Figure 1. Cell classes on the final placement (run 1).
Scale bar: 50 um. Fill, decap, tap and diode cells in gray.
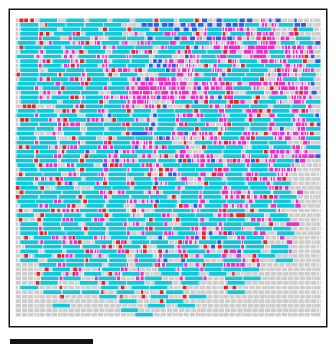
Figure 2. Drive-strength map (run 1).
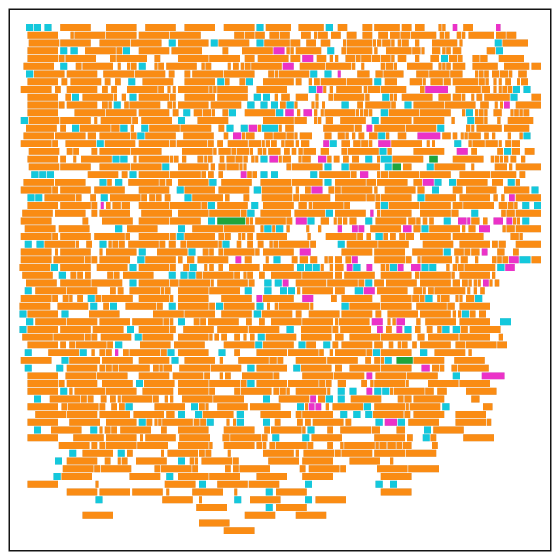
Figure 3. M2 wires (run 1).
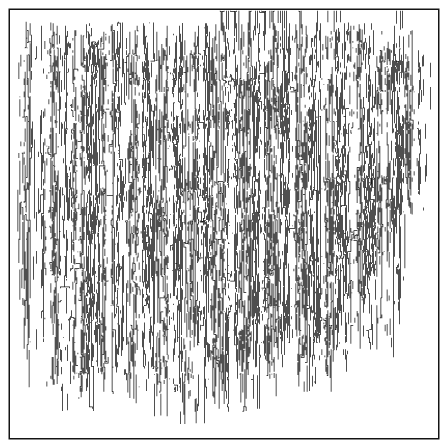
--- src/rtl/cam_pool_pkg.sv ---
// Shared types and parameter helpers for the camera average-pooling stage.
//   pool_state_t : capture FSM states
//   calc_*       : derive pooled geometry, accumulator width and divide shift
//   idx_w        : $clog2 clamped to at least one bit for vector widths
package cam_pool_pkg;

  typedef enum logic [0:0] {
    IDLE,
    CAPT
  } pool_state_t;

  localparam int unsigned PixW = 8;

  function automatic int unsigned calc_out_w(input int unsigned img_w, input int unsigned pool);
    return (pool == 0) ? 0 : img_w / pool;
  endfunction

  function automatic int unsigned calc_out_h(input int unsigned img_h, input int unsigned pool);
    return (pool == 0) ? 0 : img_h / pool;
  endfunction

  // Block mean of POOL*POOL pixels is a right shift by 2*log2(POOL).
  function automatic int unsigned calc_shift(input int unsigned pool);
    return 2 * $clog2(pool);
  endfunction

  // Worst case sum is POOL*POOL*255, which needs PixW + SHIFT bits.
  function automatic int unsigned calc_acc_w(input int unsigned pool);
    return PixW + calc_shift(pool);
  endfunction

  function automatic int unsigned idx_w(input int unsigned n);
    return (n > 1) ? $clog2(n) : 1;
  endfunction

  function automatic bit is_pow2(input int unsigned n);
    return (n != 0) && ((n & (n - 1)) == 0);
  endfunction

endpackage

--- src/rtl/pool_acc_bank.sv ---
// Per-column-block accumulator bank for the pooling stage.
//   clk_i   : clock
//   we_i    : write the selected entry this cycle
//   load_i  : 1 = start a new block sum with pix_i, 0 = add pix_i to the entry
//   idx_i   : entry index (pooled column)
//   pix_i   : incoming pixel
//   sum_o   : combinational value that the write would store (entry + pix or pix)
module pool_acc_bank #(
  parameter int unsigned Entries = 40,
  parameter int unsigned AccW    = 12,
  parameter int unsigned IdxW    = 6
) (
  input  logic            clk_i,
  input  logic            we_i,
  input  logic            load_i,
  input  logic [IdxW-1:0] idx_i,
  input  logic [7:0]      pix_i,
  output logic [AccW-1:0] sum_o
);

  // No reset: every entry is loaded before it is read within a frame.
  logic [AccW-1:0] mem_q [Entries];

  assign sum_o = load_i ? AccW'(pix_i) : mem_q[idx_i] + AccW'(pix_i);

  always_ff @(posedge clk_i) begin
    if (we_i) begin
      mem_q[idx_i] <= sum_o;
    end
  end

endmodule

--- src/rtl/cam_pool_downsampler.sv ---
// Streaming POOLxPOOL average pooling of an 8-bit raster pixel stream into a frame RAM.
//   clk, resetn        : clock, asynchronous active-low reset
//   enable, sof        : capture enable (sampled on sof), start-of-frame pulse
//   pix_valid/pix_data : input pixel stream, no backpressure
//   out_we/addr/data   : registered RAM write of one pooled pixel
//   busy               : capture in progress
//   frame_done         : pulse with the final write of a frame
//   err_short          : sticky, set when a frame restarts before completing
module cam_pool_downsampler
  import cam_pool_pkg::*;
#(
  parameter int unsigned IMG_W = 160,
  parameter int unsigned IMG_H = 120,
  parameter int unsigned POOL  = 4,
  localparam int unsigned OutW  = calc_out_w(IMG_W, POOL),
  localparam int unsigned OutH  = calc_out_h(IMG_H, POOL),
  localparam int unsigned AddrW = idx_w(OutW * OutH)
) (
  input  logic             clk,
  input  logic             resetn,
  input  logic             enable,
  input  logic             sof,
  input  logic             pix_valid,
  input  logic [7:0]       pix_data,
  output logic             out_we,
  output logic [AddrW-1:0] out_addr,
  output logic [7:0]       out_data,
  output logic             busy,
  output logic             frame_done,
  output logic             err_short
);

  localparam int unsigned AccW  = calc_acc_w(POOL);
  localparam int unsigned Shift = calc_shift(POOL);
  localparam int unsigned KW    = idx_w(OutW);
  localparam int unsigned CW    = idx_w(IMG_W);
  localparam int unsigned RW    = idx_w(IMG_H);

  if (!is_pow2(POOL)) begin : gen_bad_pool
    $error("POOL must be a power of two >= 1");
  end
  if ((POOL != 0) && ((IMG_W % POOL) != 0)) begin : gen_bad_w
    $error("IMG_W must be a multiple of POOL");
  end
  if ((POOL != 0) && ((IMG_H % POOL) != 0)) begin : gen_bad_h
    $error("IMG_H must be a multiple of POOL");
  end

  pool_state_t   state_q, state_d;
  logic [CW-1:0] col_q, col_d;
  logic [RW-1:0] row_q, row_d;
  logic          err_q, err_d;
  logic          busy_q, we_q, done_q;
  logic [AddrW-1:0] addr_q;
  logic [7:0]    data_q;

  logic          start, abort, accept;
  logic [CW-1:0] eff_col;
  logic [RW-1:0] eff_row;
  logic [31:0]   col_x, row_x;
  logic          blk_first, emit, last_pix;
  logic [KW-1:0] k;
  logic [AccW-1:0] sum;

  assign start  = sof & enable;
  assign abort  = sof & ~enable;
  // A pixel coinciding with an accepted sof is pixel (0,0) of the new frame.
  assign accept = pix_valid & ~abort & (start | (state_q == CAPT));

  assign eff_col = start ? '0 : col_q;
  assign eff_row = start ? '0 : row_q;
  assign col_x   = 32'(eff_col);
  assign row_x   = 32'(eff_row);

  assign blk_first = ((col_x % POOL) == 0) && ((row_x % POOL) == 0);
  assign emit      = ((col_x % POOL) == POOL - 1) && ((row_x % POOL) == POOL - 1);
  assign last_pix  = (col_x == IMG_W - 1) && (row_x == IMG_H - 1);
  assign k         = KW'(col_x / POOL);

  pool_acc_bank #(
    .Entries (OutW),
    .AccW    (AccW),
    .IdxW    (KW)
  ) u_acc (
    .clk_i  (clk),
    .we_i   (accept),
    .load_i (blk_first),
    .idx_i  (k),
    .pix_i  (pix_data),
    .sum_o  (sum)
  );

  always_comb begin
    state_d = state_q;
    col_d   = col_q;
    row_d   = row_q;
    err_d   = err_q;
    if (abort) begin
      state_d = IDLE;
      col_d   = '0;
      row_d   = '0;
      err_d   = 1'b0;
    end else begin
      if (start) begin
        state_d = CAPT;
        col_d   = '0;
        row_d   = '0;
        if (state_q == CAPT) begin
          err_d = 1'b1;
        end
      end
      if (accept) begin
        if (last_pix) begin
          state_d = IDLE;
          col_d   = '0;
          row_d   = '0;
        end else if (col_x == IMG_W - 1) begin
          col_d = '0;
          row_d = eff_row + RW'(1);
        end else begin
          col_d = eff_col + CW'(1);
          row_d = eff_row;
        end
      end
    end
  end

  always_ff @(posedge clk or negedge resetn) begin
    if (!resetn) begin
      state_q <= IDLE;
      col_q   <= '0;
      row_q   <= '0;
      err_q   <= 1'b0;
      busy_q  <= 1'b0;
      we_q    <= 1'b0;
      done_q  <= 1'b0;
      addr_q  <= '0;
      data_q  <= '0;
    end else begin
      state_q <= state_d;
      col_q   <= col_d;
      row_q   <= row_d;
      err_q   <= err_d;
      busy_q  <= (state_d == CAPT);
      we_q    <= accept & emit;
      done_q  <= accept & emit & last_pix;
      if (accept && emit) begin
        addr_q <= AddrW'((row_x / POOL) * OutW + col_x / POOL);
        data_q <= 8'(sum >> Shift);
      end
    end
  end

  assign out_we     = we_q;
  assign out_addr   = addr_q;
  assign out_data   = data_q;
  assign busy       = busy_q;
  assign frame_done = done_q;
  assign err_short  = err_q;

endmodule

--- config.mk ---
export PLATFORM = sky130hd
export DESIGN_NAME = cam_pool_downsampler
export DESIGN_NICKNAME = d
export VERILOG_FILES = /design/src/rtl/cam_pool_pkg.sv /design/src/rtl/pool_acc_bank.sv /design/src/rtl/cam_pool_downsampler.sv
export SDC_FILE = /design/constraint.sdc
export NUM_CORES = 1
export LEC_CHECK = 0
export CAP_MARGIN = 10
export CORE_MARGIN = 3
export CORE_UTILIZATION = 60
export CTS_BUF_LIST = sky130_fd_sc_hd__clkbuf_4
export DETAILED_ROUTE_END_ITERATION = 6
export GPL_ROUTABILITY_DRIVEN = 0
export PLACE_DENSITY = 0.77
export SETUP_SLACK_MARGIN = 0.3
export SLEW_MARGIN = 30
export SYNTH_ARGS = -nofsm -noshare
export SYNTH_HDL_FRONTEND = slang
export SYNTH_SLANG_ARGS = --single-unit
--- constraint.sdc ---
create_clock -name clk -period 13.09 [get_ports clk]
set_input_delay 2.618 -clock clk [delete_from_list [all_inputs] [get_ports clk]]
set_output_delay 2.618 -clock clk [all_outputs]
set_load 0.1 [all_outputs]
==> Slide: Implementation Results, run 1 <==
Key Metrics from the Run

Synthesis
  • Mapped Area: 0.0203 sq mm
  • Synth unique cells: 74
  • Fraction of registers with async set/reset: 7.34%
  • EDFF count, synth: 480
  • Top cells by area: edfxtp_1 (71%), o22ai_1 (5.4%), dfrtp_1 (4.7%)
  • YS chip area: 0.0203 sq mm
  • FF+latch count, synth: 518
  • Post-Synthesis Cells: 1339

Layout
  • Share of post-route cells with drive strength above 1: 19.9%
  • Final Non-Filler Cells: 2023

Power and ir drop
  • P_int: 2550 uW
  • Clock network power share: 38.2%
  • Peak supply drop: 0.000117 V

Routing
  • Drt wl/cell: 26.3 um
  • Drt pass-1 iters: 6
  • Highest routed layer: met5

Global routing
  • Routing usage on met3: 8.18%

Floorplanning
  • Die X: 190 um

Clock network
  • Clock input transition at the sequential cells of the worst setup and hold paths: 0.07 ns
  • Number of setup buffers added after CTS: 0
  • TritonCTS clock tree: built
  • # clock sinks: 518
  • Cts repair resizes: 0

Timing
  • Slew margin rel.: 27.5%
  • Setup TNS: 0 ns
  • Post-layout min period: 8.09 ns
  • Max Clock Freq: 124 MHz
  • Setup-failing EPs final: 0

Placement
  • Buffers on Ports: 35
  • DP HPWL: 32300 um

Outcome
  • Status: finished, final reports clean

Critical path
  • Endpoint class of the critical path: register
  • Critical path fanouts, max: 40
  • Critical Path, Cell by Cell: clkdlybuf4s50_1, nand2_4, o21a_2, buf_4, o22a_1, o221ai_1, nor3_1, o22ai_1, nor3_1, ha_1, a21oi_1, nor2b_1, o21a_1, o41ai_1, o21ai_0, a21oi_2, buf_4
## Picture notes: Figure 1
legend:
  flops:
    color: cyan
    cells: 518
    share_of_their_area: 69%
  all other logic:
    color: magenta
    cells: 752
    share_of_their_area: 21%
  other buffers and delay cells:
    color: blue
    cells: 91
    share_of_their_area: 3.5%
  clock drivers and dummy loads:
    color: red
    cells: 219
    share_of_their_area: 6.9%

## Picture notes: Figure 2
legend:
  drive 2:
    color: magenta
    cells: 65
    share: 4.1%
  drive 1 or less:
    color: orange
    cells: 1266
    share: 80%
  drive 3 to 4:
    color: cyan
    cells: 245
    share: 16%
  drive 6 and up:
    color: green
    cells: 4
    share: 0.25%
final setup margin: 5.00 ns
Buffers, non-clock: 91

## Picture notes: Figure 3
main direction: vertical
wire length on this layer: 24.6 mm
longest straight run: 78.5 um
Post-Route WL: 53200 um
grt met2 use: 44.8%
Via Count: 13300

-- run 1: state kept, by name, indices dropped and copies added, names as in the netlist --
| name | cells |
|---|---|
| u_acc.mem_q | 480 |
| out_addr | 11 |
| col_q | 8 |
| out_data | 8 |
| row_q | 7 |
| busy | 1 |
| err_short | 1 |
| frame_done | 1 |
| out_we | 1 |
-- run 1: path summary, 6_finish.rpt --
path	cells after the start	from	end	slack (ns)
worst max-delay path	17	sof	u_acc.mem_q[32][10]	5.00
worst min-delay path	2	out_addr[9]	out_addr[9]	0.48
worst max register to register	20	col_q[2]	u_acc.mem_q[32][10]	7.11
min in group asynchronous	1	resetn	out_data[2]	1.93
worst min register to register	2	out_addr[9]	out_addr[9]	0.48
max in group asynchronous	1	resetn	col_q[5]	10.60
-- run 1: final cells by class --
cell class	count	share of cell area [%]
timing repair buffer	91	3.40
tap	442	2.41
clock buffer	185	6.05
inverter	16	0.262
antenna	1	0.0109
sequential	518	66.9
clock inverter	34	0.681
multi-input combinational	736	20.3
-- run 1: power by group through the flow --
stage / logic, uW / clock network (uW) / registers (uW)
after floorplan: 82.8 / 0 / 1920
after global placement: 158 / 0 / 1910
after detailed placement: 165 / 0 / 1910
after CTS: 165 / 1280 / 1870
after global routing: 183 / 1360 / 1870
final: 171 / 1260 / 1870
-- run 1: through the flow --
stage	worst slack, ns	instance area [sq um]	util (%)
after global placement	4.55	21400	64.9
final	5.00	23000	69.7
after CTS	5.24	22900	69.6
after detailed placement	4.44	21400	64.9
after floorplan	5.42	20300	-
after global routing	4.55	23000	69.7
-- run 1: logic make-up after synthesis --
logic type / count (synthesis) / share of synthesized area [%]
AND-OR/OR-AND: 325 / 10.5
adder cells (fa/ha/maj): 26 / 1.72
multiplexers: 21 / 1.30
flip-flops: 518 / 75.8
XOR/XNOR: 26 / 1.12
buffers and inverters: 85 / 1.66
AND/OR/NAND/NOR: 338 / 7.87
-- run 1: cells in the mapped netlist (17+ instances only) --
cell        n
nor4_1     17
a21oi_1    38
o22ai_1   174
buf_1      20
ha_1       23
nand2_1    71
nor2_1    137
nand3_1    24
dfrtp_1    38
edfxtp_1  480
o21ai_0    26
clkbuf_1   37
-- run 1: placed cells by master, fill, tap and decap left out, types with 11 or more instances in the layout --
cell type	instances
o22ai_1	174
nand3_1	22
xnor2_1	15
xor2_1	11
edfxtp_1	480
mux2_2	11
o21ai_0	25
inv_1	13
ha_1	23
dfrtp_1	38
nor4_1	17
nor2_1	125
or3_1	12
buf_4	55
clkbuf_4	185
clkdlybuf4s50_1	33
nor2_2	12
a21oi_1	31
nor3_1	16
nand2_1	65
clkinv_1	27
-- run 1: worst register-to-register path, cell delays in order (launching register included) --
cell and delay (ns):
dfrtp_1 0.36, buf_4 0.25, a21oi_1 0.50, nand2_2 0.55, buf_4 0.47, o22ai_1 0.18, nor2_1 0.07, a21oi_1 0.13
a21oi_1 0.06, o21ai_0 0.26, o21ai_0 0.13, ha_1 0.23, fa_1 0.43, a21o_1 0.19, a21oi_1 0.24, nor2b_1 0.08
o21a_1 0.20, o41ai_1 0.68, o21ai_0 0.25, a21oi_2 0.16, buf_4 0.35
Figure 4. Gate-type map (run 1).
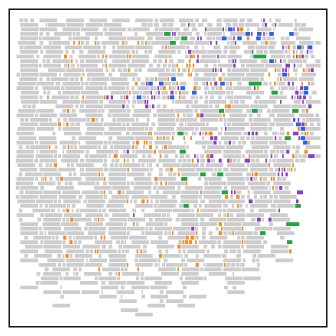

==> inputs of run 2 (changes only) <==
==> constraint.sdc (replaced) <==
create_clock -name clk -period 7.8 [get_ports clk]
set_input_delay 1.56 -clock clk [delete_from_list [all_inputs] [get_ports clk]]
set_output_delay 1.56 -clock clk [all_outputs]
set_load 0.1 [all_outputs]
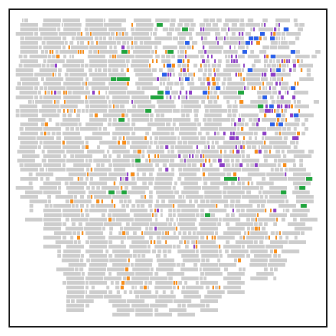
Figure 5: run 2, gate-type map.
legend:
  XOR/XNOR gates:
    color: blue
    cells: 26
    where: upper right
  multiplexers:
    color: green
    cells: 21
  NOR gates:
    color: orange
    cells: 180
    where: all over the die
  NAND gates:
    color: purple
    cells: 115
most used logic cell in the final layout: edfxtp_1
logic share of the area: 19.8%
Final Non-Filler Cells: 2059

==> run 2 against run 1 <==
Register-to-register slack got worse by 5.5 ns. Cell area up 1.8%. Sequential power is 68% higher. First-iteration DRC count grew 8.5%. Final cell count rose by 1.8%. Critical path type unchanged. Highest routed layer unchanged.
==> Slide: Implementation Results, run 2 <==
Key Metrics from the Run

Clock network
  • TritonCTS clock tree: built
  • Clock input transition at the sequential cells of the worst setup and hold paths: 0.06 ns
  • Cts repair resizes: 0
  • Number of setup buffers added after CTS: 0

Synthesis
  • Post-Synth AOI/OAI Area: 10.5%
  • Xor+xnor area frac: 1.12%
  • FF+latch count, synth: 518
  • Post-Synthesis Cells: 1339
  • Synth mux share: 1.30%
  • Most frequent cells after synthesis: edfxtp_1 (480), o22ai_1 (174), nor2_1 (137)
  • Fraction of registers with async set/reset: 7.34%
  • Adder-Cell Fraction of Synth Area: 1.72%
  • Synth top cell by count: edfxtp_1
  • YS chip area: 0.0203 sq mm
  • Synth unique cells: 74

Routing
  • Drt wl/cell: 27.1 um
  • Via Count: 13800
  • Drt pass-1 iters: 5
  • Highest routed layer: met5

Power and ir drop
  • P_int: 4490 uW
  • Clock network power share: 40.6%
  • Peak supply drop: 0.000247 V

Timing
  • Slew margin rel.: 33.8%
  • Max Clock Freq: 144 MHz
  • Post-layout min period: 6.97 ns

Layout
  • Share of post-route cells with drive strength above 1: 21.6%

Placement
  • Area after DPL: 0.0217 sq mm
  • Post-Place Worst Slack: 0.254 ns
  • DP HPWL: 35100 um

Outcome
  • Status: finished, final reports clean

Critical path
  • Critical path fanouts, max: 28
  • Endpoint class of the critical path: register
  • R2r setup slk: 1.62 ns

Floorplanning
  • Die X: 190 um
[run 2: cell counts after synthesis]
Identical to the previous run, type by type.
[run 2: final cells by class]
| class | instances | area, sq um | share of cell area [%] |
|---|---|---|---|
| diodes | 1 | 2.50 | 0.0107 |
| clock buffers | 189 | 1420 | 6.07 |
| clock inverters | 35 | 293 | 1.25 |
| inverters | 16 | 60.1 | 0.257 |
| multi-input cells | 736 | 4630 | 19.8 |
| flip-flops and latches | 518 | 15400 | 65.7 |
| well taps | 442 | 553 | 2.37 |
| repair buffers | 122 | 1050 | 4.50 |
[run 2: final timing paths]
path / start / to / cells after the start
worst max-delay path: sof / u_acc.mem_q[30][8] / 20
worst min-delay path: out_data[3] / out_data[3] / 2
worst max register to register: col_q[2] / u_acc.mem_q[30][8] / 20
worst min register to register: out_data[3] / out_data[3] / 2
max in group asynchronous: resetn / row_q[3] / 1
min in group asynchronous: resetn / out_data[2] / 1
[run 2: metal layers]
metal,vias to the layer above,GRT usage (%)
met2,1157,46.3
met1,6634,43.6
met3,206,10.0
met4,2,14.6
li1,5758,-
met5,-,0
[run 2: cell families after synthesis]
kind of cell | Yosys count
AOI/OAI and AO/OA | 325
xor gates and xnor gates | 26
adders and majority gates | 26
buffers and inverters | 85
DFF | 518
muxes | 21
and+or+nand+nor | 338
[run 2: power groups by stage]
stage	Sequential, uW	Clock [uW]	Combinational, uW
final	3140	2350	302
after global routing	3140	2540	325
after CTS	3150	2380	298
after detailed placement	3200	0	300
after global placement	3200	0	288
after floorplan	3220	0	139
[run 2: critical path: stages]
cell             delay [ns]
clkdlybuf4s50_1        0.58
a21oi_1                0.60
nand3_2                0.55
buf_4                  0.46
o22ai_1                0.22
nor2_1                 0.06
o2111ai_1              0.21
nand3_1                0.16
o21ai_0                0.24
o21ai_0                0.27
fa_1                   0.47
a21o_1                 0.18
a21oi_1                0.22
nor2b_1                0.07
o21a_1                 0.18
o41ai_1                0.26
buf_4                  0.20
xnor2_1                0.10
nor2_2                 0.50
buf_4                  0.39
[run 2: through the flow]
| stage | hold slack, ns | total power (uW) | util [%] |
|---|---|---|---|
| after floorplan | 0.537 | 3360 | - |
| after global routing | 0.510 | 6010 | 71.0 |
| after detailed placement | 0.466 | 3500 | 65.7 |
| after CTS | 0.487 | 5820 | 70.9 |
| after global placement | 0.463 | 3490 | 65.7 |
| final | 0.482 | 5800 | 71.0 |
Figure 6. Drive-strength map (run 2).
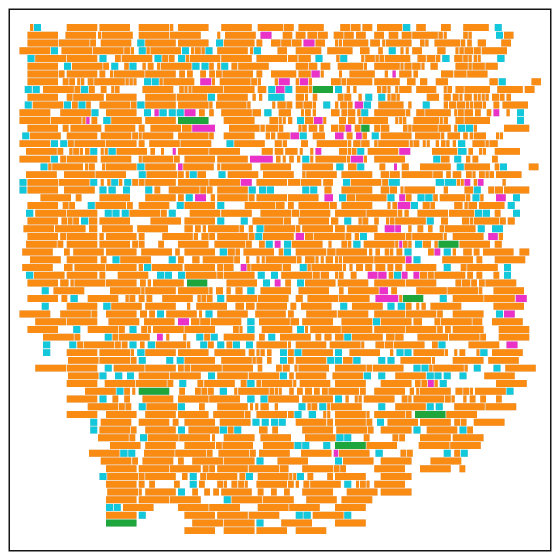

==> inputs of run 3 (changes only) <==
--- a/config.mk
+++ b/config.mk
@@ -13,7 +13,7 @@
 export GPL_ROUTABILITY_DRIVEN = 0
 export PLACE_DENSITY = 0.77
 export SETUP_SLACK_MARGIN = 0.3
-export SLEW_MARGIN = 30
+export SLEW_MARGIN = 20
 export SYNTH_ARGS = -nofsm -noshare
 export SYNTH_HDL_FRONTEND = slang
 export SYNTH_SLANG_ARGS = --single-unit
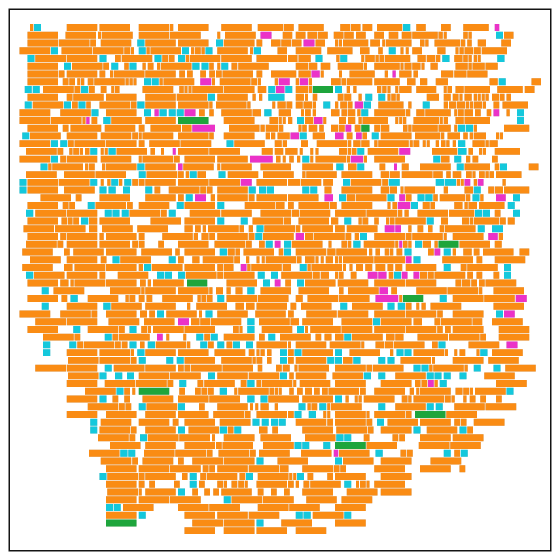
Figure 7: run 3, drive-strength map.
Buffers, non-clock: 122
area delta synth->final: 15.4%
final instance area: 0.0234 sq mm
final setup margin: 0.836 ns

==> run 3 against run 2 <==
Wire length decreased by 0.18%. Sequential power about the same. Highest routed layer unchanged. Clock power about the same. Die area unchanged. Final cell count unchanged. Core utilization about the same.
==> Slide: Implementation Results, run 3 <==
Key Metrics from the Run

Outcome
  • Status: finished, final reports clean

Synthesis
  • Fraction of registers with async set/reset: 7.34%
  • YS chip area: 0.0203 sq mm
  • Most frequent cells after synthesis: edfxtp_1 (480), o22ai_1 (174), nor2_1 (137)
  • Top cells by area: edfxtp_1 (71%), o22ai_1 (5.4%), dfrtp_1 (4.7%)
  • Post-Synthesis Cells: 1339
  • Synth unique cells: 74
  • Synth top cell by count: edfxtp_1

Timing
  • Post-layout min period: 6.96 ns
  • Slew margin rel.: 27.4%
  • Setup-failing EPs final: 0
  • Setup TNS: 0 ns

Critical path
  • Most common cell on crit path: buf_4
  • Endpoint class of the critical path: register
  • CP delay by family, top: AND-OR/OR-AND gates
  • Critical Path, Cell by Cell: clkdlybuf4s50_1, a21oi_1, nand3_2, buf_4, o22ai_1, nor2_1, o2111ai_1, nand3_1, o21ai_0, o21ai_0, fa_1, a21o_1, a21oi_1, nor2b_1, o21a_1, o41ai_1, buf_4, xnor2_1, nor2_2, buf_4
  • RR Startpoint: col_q[2]
  • R2R depth: 20
  • R2r setup slk: 1.63 ns
  • Slowest CP cell: a21oi_1
  • CP max stage delay: 0.59 ns
  • Critical path fanouts, max: 28

Clock network
  • Cts repair resizes: 0
  • TritonCTS clock tree: built
  • # clock sinks: 518

Routing
  • Drt wl/cell: 27.0 um
  • Drt pass-1 iters: 6

Power and ir drop
  • Peak supply drop: 0.000247 V

Layout
  • Share of post-route cells with drive strength above 1: 21.5%
  • Max reg flops: 480
  • Largest reg by FF count: u_acc.mem_q
  • Top Layout Cells: edfxtp_1 (480), clkbuf_4 (189), o22ai_1 (174)

Placement
  • Post-Place Worst Slack: 0.254 ns
  • DP HPWL: 35100 um

Hold path
  • Worst Hold Path Cells: 2
  • Worst hold path endpoint: out_data[3]
  • Hold Crit Start: out_data[3]
-- run 3: cell counts after synthesis --
Identical to the previous run, type by type.
-- run 3: how the worst max path moves through the flow --
stage / start / endpoint / slack [ns] / cells after the start
floorplan: sof / u_acc.mem_q[0][10] / 1.19 / 19
global placement: sof / u_acc.mem_q[5][8] / 0.48 / 20
detailed placement: sof / u_acc.mem_q[2][8] / 0.25 / 20
CTS: sof / u_acc.mem_q[31][8] / 1.04 / 20
global route: sof / u_acc.mem_q[31][8] / 0.64 / 20
finish: sof / u_acc.mem_q[30][8] / 0.84 / 20
-- run 3: cells by family after synthesis --
logic type	after synthesis	share of synthesized area, %
flops	518	75.8
simple gates	338	7.87
compound gates	325	10.5
buf+inv	85	1.66
xor+xnor	26	1.12
fa+ha+maj	26	1.72
mux	21	1.30
-- run 3: routing by layer --
| metal | part of all wire, % | track usage [%] |
|---|---|---|
| met5 | 0.018 | 0 |
| met3 | 14 | 10.0 |
| met1 | 36 | 43.6 |
| met2 | 45 | 46.3 |
| met4 | 4.6 | 14.6 |
-- run 3: metrics by stage --
| stage | power (uW) | utilization (%) | cell area, sq um | cells |
|---|---|---|---|---|
| finish | 5800 | 70.9 | 23400 | 2059 |
| global placement | 3490 | 65.7 | 21700 | 1834 |
| global route | 6010 | 70.9 | 23400 | 2059 |
| floorplan | 3360 | - | 20300 | 1339 |
| CTS | 5820 | 70.9 | 23400 | 2058 |
| detailed placement | 3500 | 65.7 | 21700 | 1834 |
-- run 3: worst register-to-register path, delay by kind of cell (launching register included) --
family | cells | cell delay, ns
adder cells (fa/ha/maj) | 1 | 0.47
flip-flops | 1 | 0.37
buffers and inverters | 4 | 1.32
AND-OR/OR-AND | 9 | 2.38
XOR/XNOR | 1 | 0.10
AND/OR/NAND/NOR | 5 | 1.35
-- run 3: layout make-up --
cell class	count	area, sq um	area share, %
clock inverter	35	293	1.25
tap	442	553	2.37
multi-input combinational	736	4630	19.8
antenna	1	2.50	0.0107
sequential	518	15400	65.7
timing repair buffer	122	1050	4.49
clock buffer	189	1420	6.07
inverter	16	60.1	0.257
-- run 3: report_power, final --
part	total [uW]	switching, uW	internal, uW
registers	3140	3.97	3140
logic	302	236	66.2
clock network	2350	1070	1280
Power is estimated from default activity; no workload was simulated.
